`src/rtl/alu_arbiter_ctrl_pkg.sv`:
```
// Shared constants for the ALU arbiter/controller slice: opcode encodings,
// controller state encoding and condition-code bit positions.
package alu_arbiter_ctrl_pkg;

  localparam logic [3:0] OP_AND = 4'd0;
  localparam logic [3:0] OP_OR  = 4'd1;
  localparam logic [3:0] OP_XOR = 4'd2;
  localparam logic [3:0] OP_ADD = 4'd4;
  localparam logic [3:0] OP_SUB = 4'd5;
  localparam logic [3:0] OP_ADC = 4'd6;

  localparam logic [1:0] ST_IDLE = 2'd0;
  localparam logic [1:0] ST_EXEC = 2'd1;
  localparam logic [1:0] ST_RESP = 2'd2;

  localparam int unsigned FLAG_N = 3;
  localparam int unsigned FLAG_Z = 2;
  localparam int unsigned FLAG_C = 1;
  localparam int unsigned FLAG_V = 0;

endpackage

```
`src/rtl/alu_arbiter_ctrl_rr.sv`:
```
// Two-way round-robin grant: a lone requester always wins, and on a tie
// the requester that did not win last time gets the grant.
module rr_arbiter2 (
  input  logic [1:0] valid,
  input  logic       last,
  output logic       any,
  output logic       gnt
);

  always_comb begin
    any = |valid;
    case (valid)
      2'b01:   gnt = 1'b0;
      2'b10:   gnt = 1'b1;
      2'b11:   gnt = ~last;
      default: gnt = 1'b0;
    endcase
  end

endmodule

```
`src/rtl/alu_arbiter_ctrl.sv`:
```
// Shares one external ALU between two requesters: round-robin grant, operand
// registration, result/flag capture, condition-code register and response handshake.
module alu_arbiter_ctrl
  import alu_arbiter_ctrl_pkg::*;
#(
  parameter int WIDTH = 32,
  parameter int OPW   = 4
) (
  input  logic             clk,
  input  logic             rst_n,
  input  logic [1:0]       req_valid,
  input  logic [OPW-1:0]   req_op0,
  input  logic [OPW-1:0]   req_op1,
  input  logic [WIDTH-1:0] req_a0,
  input  logic [WIDTH-1:0] req_a1,
  input  logic [WIDTH-1:0] req_b0,
  input  logic [WIDTH-1:0] req_b1,
  input  logic [1:0]       req_s,
  output logic [1:0]       req_ready,
  output logic [WIDTH-1:0] alu_a,
  output logic [WIDTH-1:0] alu_b,
  output logic [OPW-1:0]   alu_op,
  output logic             alu_ci,
  input  logic [WIDTH-1:0] alu_y,
  input  logic             alu_n,
  input  logic             alu_z,
  input  logic             alu_v,
  input  logic             alu_co,
  output logic             rsp_valid,
  output logic             rsp_id,
  output logic [WIDTH-1:0] rsp_y,
  output logic [3:0]       rsp_nzcv,
  input  logic             rsp_ready,
  output logic [3:0]       flags
);

  logic [1:0] state;
  logic       last;
  logic       id_q;
  logic       s_q;
  logic       any;
  logic       gnt;
  logic [3:0] nzcv;

  rr_arbiter2 u_arb (
    .valid (req_valid),
    .last  (last),
    .any   (any),
    .gnt   (gnt)
  );

  assign nzcv      = {alu_n, alu_z, alu_co, alu_v};
  assign alu_ci    = flags[FLAG_C];
  // Decoded from state so an asynchronous reset drops it without a clock edge.
  assign rsp_valid = (state == ST_RESP);

  always_comb begin
    req_ready = '0;
    if (state == ST_IDLE && any) req_ready = gnt ? 2'b10 : 2'b01;
  end

  always_ff @(posedge clk or negedge rst_n) begin
    if (!rst_n) begin
      state    <= ST_IDLE;
      last     <= 1'b1;
      id_q     <= 1'b0;
      s_q      <= 1'b0;
      alu_a    <= '0;
      alu_b    <= '0;
      alu_op   <= '0;
      rsp_y    <= '0;
      rsp_nzcv <= '0;
      rsp_id   <= 1'b0;
      flags    <= '0;
    end else begin
      case (state)
        ST_IDLE: begin
          if (any) begin
            alu_op <= gnt ? req_op1 : req_op0;
            alu_a  <= gnt ? req_a1  : req_a0;
            alu_b  <= gnt ? req_b1  : req_b0;
            s_q    <= req_s[gnt];
            id_q   <= gnt;
            last   <= gnt;
            state  <= ST_EXEC;
          end
        end
        ST_EXEC: begin
          rsp_y    <= alu_y;
          rsp_nzcv <= nzcv;
          rsp_id   <= id_q;
          if (s_q) flags <= nzcv;
          state    <= ST_RESP;
        end
        ST_RESP: begin
          if (rsp_ready) state <= ST_IDLE;
        end
        default: state <= ST_IDLE;
      endcase
    end
  end

endmodule

```
`config.mk`:
```
export PLATFORM = sky130hd
export DESIGN_NAME = alu_arbiter_ctrl
export DESIGN_NICKNAME = d
export VERILOG_FILES = /design/src/rtl/alu_arbiter_ctrl_pkg.sv /design/src/rtl/alu_arbiter_ctrl_rr.sv /design/src/rtl/alu_arbiter_ctrl.sv
export SDC_FILE = /design/constraint.sdc
export NUM_CORES = 1
export LEC_CHECK = 0
export ABC_AREA = 0
export ABC_CLOCK_PERIOD_IN_PS = 2800
export CAP_MARGIN = 20
export CORE_MARGIN = 1.5
export CORE_UTILIZATION = 25
export CTS_CLUSTER_DIAMETER = 200
export DETAILED_ROUTE_END_ITERATION = 7
export GPL_TIMING_DRIVEN = 0
export SLEW_MARGIN = 20
export SYNTH_ARGS = -nofsm -noshare
export SYNTH_HDL_FRONTEND = slang
export SYNTH_SLANG_ARGS = --single-unit
```
`constraint.sdc`:
```
create_clock -name clk -period 2.8 [get_ports clk]
set_clock_uncertainty 0.15 [all_clocks]
set_input_delay 0.56 -clock clk [delete_from_list [all_inputs] [get_ports clk]]
set_output_delay 0.56 -clock clk [all_outputs]
set_load 0.005 [all_outputs]
```
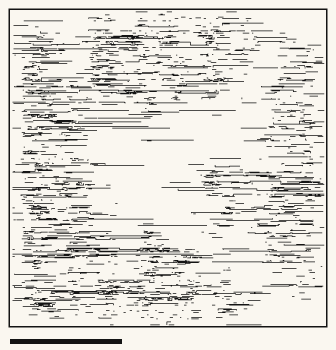
Figure 1: signal wires on met1.
Bar = 50 um.
main direction = horizontal
share of all routed wire = 39%
wire length on this layer = 6,630 um
nets with wire on the layer = 702
longest straight run = 40.5 um

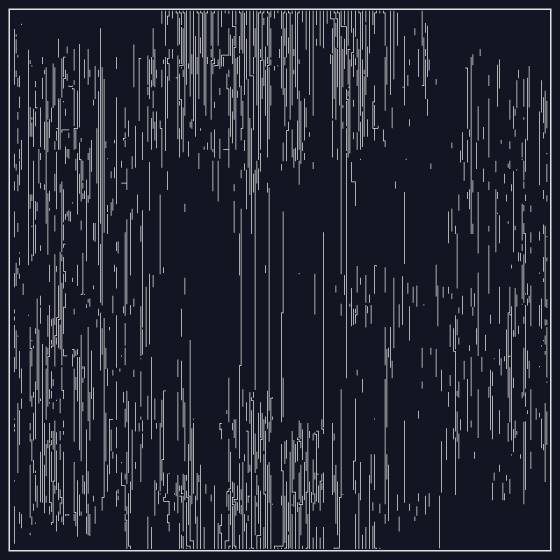
Figure 2: M2 wires.
share of all routed wire = 49%
longest straight run = 62.2 um
main direction = vertical
wire length on this layer = 8,380 um
nets with wire on the layer = 773

==> run notes <==
fresh numbers from the pnr run: Inverters, non-clock 2, status completed, most frequent logic cell in the layout clkdlybuf4s50_1, htree depth 4, clock network area share 6.509%, ao+oa area frac 25.77%, Vias 4,395, Pins Over Slew Limit 0, Worst R2R Path Depth 6, Worst Path Required 2.09 ns, clock buffer depth 2, VDD IR max 443.9 uV, FF-to-FF Start state[1], IO Pins 292, Yosys cell types 19, HPWL Detailed 12.94 mm, Total GRT Usage 17.30%, Initial DRC Count 146, Die Wd 141.4 um, area leader, netlist dfrtp_1, drt first pass iters 4, Multiplexer share 9.645%, worst-path cell chain clkdlybuf4s50_1 -> nand2b_1 -> and3_4 -> clkdlybuf4s50_1, die y size 141.4 um, Non-clock buffer share 36.59%, Hold Path Depth 1, worst hold path type reg -> reg, Area after DPL 8021 sq um, Setup Fix Bufs, Post-CTS 0, tap cells 234, critical path launch point type primary input, PortBufs 291, Top Layout Cells clkdlybuf4s50_1, dfrtp_1, o21a_1, a221o_1, clkbuf_1, PwrDens 1086 nW/um^2, area share, top type 59.07%, Syn-to-layout area delta 80.29%, minimum clock period 2.727 ns, drt drc 0, fin nets 837, Register Area 2854 sq um, flop count 114, adder share 0%, clock root buffer master clkbuf_16, final WL 17.09 mm, antenna violations before repair 0, die area 19,990 sq um, mi-comb count 193, ys cells 345, count of plain and timing-repair buffers 330, Hold Buf Count CTS 1, Top non-seq family AND-OR/OR-AND gates, Critical Path AT 2.02 ns, largest net degree at the start of global routing 60, Avg Cell Area, Syn 13.88 sq um, Post-Syn Area 4787 sq um, relative max-transition margin 57.09%, Max FO, Critical Path 16, Hold EP rsp_y[18], grt ovf 0, clock buf count 24, routability cong. 0.8103, CP top delay family buffers and inverters, final instance area 8631 sq um, FP Util 25.51%, simple-gate portion of the synthesized area 1.176%, Num CTS Buffers 17, Post-Synthesis Cells 345, fraction of layout cells with a size suffix above 1 10.31%, worst-margin pin slew 0.6413 ns, Antenna diodes 0, CP peak stage delay 0.56 ns, largest class non-clock buffers, Routed Antenna Nets 0, Core Rows 50, sequential area share after synthesis 59.62%, Fin. Hold Viols 0, Hold WS 0.3374 ns, YS chip area 4787 sq um, slowest CP cell clkdlybuf4s50_1, Comb/total area 20.35%, routed vias/inst 4.867, HP Start rsp_y[18], Clock transition at path regs 0.05 ns, Sink Count 114, fmax 366.7 MHz, leakage 3.529 nW, biggest area cells dfrtp_1, a221o_1, o21a_1, unrepaired setup endpoints after global routing false, CP Capture Type output pin, most used cell, CP clkdlybuf4s50_1
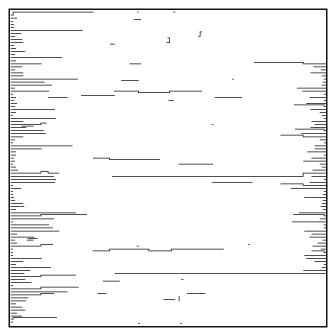
Figure 3: the metal 3 layer.
main direction = horizontal
wire length on this layer = 1,800 um
share of all routed wire = 11%
nets with wire on the layer = 190

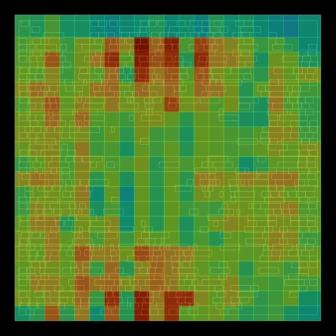
Figure 4: routing congestion.
wire length per cell: 18.92 um
GRT met1 Usage: 19.37%
post-layout util: 45.99%
grt met2 use: 29.23%
gr busiest metal: met2

[worst max path at each step]
stage | start | to | slack, ns | depth (start not counted)
floorplan | req_valid[0] | req_ready[1] | 0.91 | 4
global placement | rst_n | alu_a[24] | -3.49 | 1
detailed placement | req_valid[0] | req_ready[1] | -0.53 | 6
CTS | req_valid[0] | req_ready[1] | 0.02 | 5
global route | req_valid[1] | req_ready[0] | 0.001 | 4
finish | req_valid[1] | req_ready[0] | 0.07 | 4
[layer usage]
metal  GRT usage (%)  vias to the layer above  part of all wire [%]
met2           29.23                      221                    49
li1                -                     1981                     -
met5               0                        -                     0
met1           19.37                     2174                    39
met3           8.201                       19                    11
met4           5.317                        0                   1.6
[power by group]
group,total (mW),internal (mW),switching (mW)
Sequential,2.95,2.49,0.465
Combinational,4.34,2.77,1.57
Clock,2.09,1.36,0.722
[stage by stage]
stage	setup TNS (ns)	instances	setup WS (ns)
6_report	0	903	0.07298
5_1_grt	0	903	0.001202
4_1_cts	0	899	0.02097
3_5_place_dp	-0.9798	871	-0.5328
3_3_place_gp	-395.97	870	-3.489
2_1_floorplan	0	345	0.9141
[sequential cells by signal, summed over array words and instances (netlist names)]
| signal | cells |
|---|---|
| s_q | 1 |
| alu_op | 4 |
| last | 1 |
| state | 2 |
| alu_b | 32 |
| id_q | 1 |
| flags | 4 |
| rsp_nzcv | 4 |
| alu_a | 32 |
| rsp_id | 1 |
| rsp_y | 32 |
[synth_stat cells]
cell type,n
nor2_1,2
buf_6,3
a21o_1,2
dfrtp_1,113
nand3b_1,1
buf_2,10
o21ai_0,2
inv_1,2
mux2_1,19
buf_4,1
nand2b_1,3
dfstp_2,1
or2_1,1
clkbuf_1,22
a221o_1,69
nand2_1,1
mux2_2,22
o21a_1,69
and3_1,2
Power is estimated from default activity; no workload was simulated.
